`src/rtl/axi_wr_arbiter.sv`:
```
// Two-master round-robin arbiter for the AXI3 write channels (AW/W/B).
// One burst is granted at a time and W stays locked to the winner until WLAST.
module axi_wr_arbiter #(
  parameter int ADDR_W = 32,
  parameter int DATA_W = 32,
  parameter int ID_W   = 4
) (
  input  logic                    aclk,
  input  logic                    aresetn,

  input  logic [2*ID_W-1:0]       m_awid,
  input  logic [2*ADDR_W-1:0]     m_awaddr,
  input  logic [25:0]             m_awattr,
  input  logic [1:0]              m_awvalid,
  output logic [1:0]              m_awready,

  input  logic [2*DATA_W-1:0]     m_wdata,
  input  logic [2*(DATA_W/8)-1:0] m_wstrb,
  input  logic [1:0]              m_wlast,
  input  logic [1:0]              m_wvalid,
  output logic [1:0]              m_wready,

  output logic [ID_W-1:0]         m_bid,
  output logic [1:0]              m_bresp,
  output logic [1:0]              m_bvalid,
  input  logic [1:0]              m_bready,

  output logic [ID_W:0]           s_awid,
  output logic [ADDR_W-1:0]       s_awaddr,
  output logic [12:0]             s_awattr,
  output logic                    s_awvalid,
  input  logic                    s_awready,

  output logic [ID_W:0]           s_wid,
  output logic [DATA_W-1:0]       s_wdata,
  output logic [DATA_W/8-1:0]     s_wstrb,
  output logic                    s_wlast,
  output logic                    s_wvalid,
  input  logic                    s_wready,

  input  logic [ID_W:0]           s_bid,
  input  logic [1:0]              s_bresp,
  input  logic                    s_bvalid,
  output logic                    s_bready
);

  localparam int STRB_W = DATA_W / 8;

  typedef enum logic [1:0] {
    IDLE,
    ADDR,
    DATA
  } state_t;

  state_t          state_q, state_d;
  logic            grant_q, grant_d;
  logic            prio_q, prio_d;
  logic [ID_W:0]   wid_q;
  logic [ID_W-1:0] g_awid;
  logic            aw_fire;
  logic            b_sel;

  // Everything on the slave side follows the registered grant, so the
  // s_*valid outputs never depend on s_*ready.
  assign g_awid   = grant_q ? m_awid[2*ID_W-1:ID_W]       : m_awid[ID_W-1:0];
  assign s_awid   = {grant_q, g_awid};
  assign s_awaddr = grant_q ? m_awaddr[2*ADDR_W-1:ADDR_W] : m_awaddr[ADDR_W-1:0];
  assign s_awattr = grant_q ? m_awattr[25:13]             : m_awattr[12:0];
  assign s_wdata  = grant_q ? m_wdata[2*DATA_W-1:DATA_W]  : m_wdata[DATA_W-1:0];
  assign s_wstrb  = grant_q ? m_wstrb[2*STRB_W-1:STRB_W]  : m_wstrb[STRB_W-1:0];
  assign s_wlast  = grant_q ? m_wlast[1]                  : m_wlast[0];
  assign s_wid    = wid_q;
  assign aw_fire  = s_awvalid & s_awready;

  always_comb begin
    state_d   = state_q;
    grant_d   = grant_q;
    prio_d    = prio_q;
    s_awvalid = 1'b0;
    m_awready = 2'b00;
    s_wvalid  = 1'b0;
    m_wready  = 2'b00;
    case (state_q)
      IDLE: begin
        if (m_awvalid != 2'b00) begin
          state_d = ADDR;
          grant_d = (m_awvalid == 2'b11) ? prio_q : m_awvalid[1];
        end
      end
      ADDR: begin
        s_awvalid          = m_awvalid[grant_q];
        m_awready[grant_q] = s_awready;
        if (m_awvalid[grant_q] && s_awready) begin
          state_d = DATA;
        end
      end
      DATA: begin
        s_wvalid          = m_wvalid[grant_q];
        m_wready[grant_q] = s_wready;
        if (m_wvalid[grant_q] && s_wready && s_wlast) begin
          state_d = IDLE;
          prio_d  = ~grant_q;
        end
      end
      default: begin
        state_d = IDLE;
      end
    endcase
  end

  always_ff @(posedge aclk or negedge aresetn) begin
    if (!aresetn) begin
      state_q <= IDLE;
      grant_q <= 1'b0;
      prio_q  <= 1'b0;
      wid_q   <= '0;
    end else begin
      state_q <= state_d;
      grant_q <= grant_d;
      prio_q  <= prio_d;
      if (aw_fire) begin
        wid_q <= s_awid;
      end
    end
  end

  // Responses are steered by the ID MSB and are gated off while in reset.
  assign b_sel    = s_bid[ID_W];
  assign m_bid    = s_bid[ID_W-1:0];
  assign m_bresp  = s_bresp;
  assign m_bvalid = aresetn ? {b_sel & s_bvalid, ~b_sel & s_bvalid} : 2'b00;
  assign s_bready = aresetn & m_bready[b_sel];

endmodule

```
`config.mk`:
```
export PLATFORM = sky130hd
export DESIGN_NAME = axi_wr_arbiter
export DESIGN_NICKNAME = d
export VERILOG_FILES = /design/src/rtl/axi_wr_arbiter.sv
export SDC_FILE = /design/constraint.sdc
export NUM_CORES = 1
export LEC_CHECK = 0
export CORE_AREA = 2 2 114 116
export DETAILED_ROUTE_END_ITERATION = 10
export DIE_AREA = 0 0 116 118
export PLACE_DENSITY = 0.57
export SYNTH_ARGS = -nofsm -noshare
export SYNTH_HDL_FRONTEND = slang
export SYNTH_SLANG_ARGS = --single-unit
export TNS_END_PERCENT = 1
```
`constraint.sdc`:
```
create_clock -name aclk -period 1.3 [get_ports aclk]
set_input_delay 0.26 -clock aclk [delete_from_list [all_inputs] [get_ports aclk]]
set_output_delay 0.26 -clock aclk [all_outputs]
set_load 0.01 [all_outputs]
```
==> impl_metrics.csv <==
group,metric,value,unit
status,outcome,"finished with violations",
status,violations,"negative setup slack",
placed_design,dpl_cell_area,0.00486,mm²
power_and_ir_drop,power_frac_clock,7.1,%
finish,finalNonFillerCells,642,
critical_path,r2r_start,"grant_q$_DFFE_PN0P_",
final_timing,fin_crit,1.83,ns
finish,layout.nets,661,
placed_design,dp_hpwl,8.44,mm
finish,non_clock_buffer_count,330,
global_route,grt-ovfl-total,0,
final_timing,setup_ws,-0.531,ns
finish,comb_area_share,25.3,%
power_and_ir_drop,p_seq,532,µW
critical_path,endpoint_kind,"primary output",
detailed_routing,first_iter_violations,41,
final_timing,max-slew-margin-rel,84.2,%
critical_path,crit_path_top_delay_cell,"dfrtp_4",
finish,inverters,2,
finish,comb_area,0.00128,mm²
synthesis,syn-num-nets,344,
final_timing,setup_viol,99,
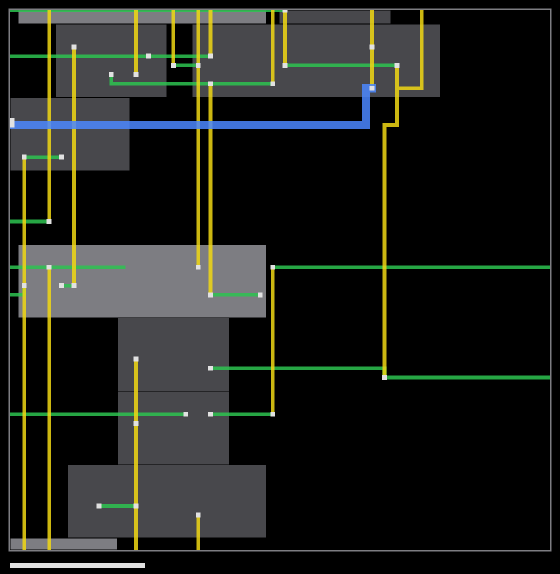
*Layout detail*
Bar = 5 µm. Region (48, 73) to (68, 93) µm. Cells in grey, sequential cells in the stronger grey; small squares are vias.
[yellow] metal 2
[blue] metal 3
[green] metal 1
netlist names of flops here include: s_wid (1)
sequential cells in the window: 1
cells with their middle in the window: 6
most frequent: buf_6 (2)

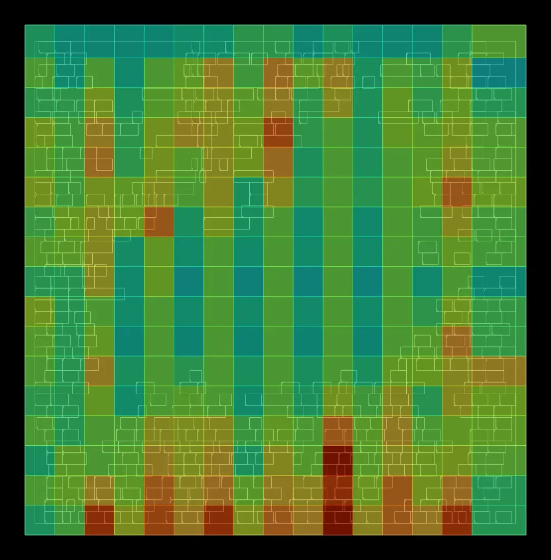
*Track usage over the die*
final core utilization: 41.0%
DR WL/cell: 15.6 µm
overall routing resource usage: 13.0%
GR Util met1: 14.3%
met3 usage: 3.30%

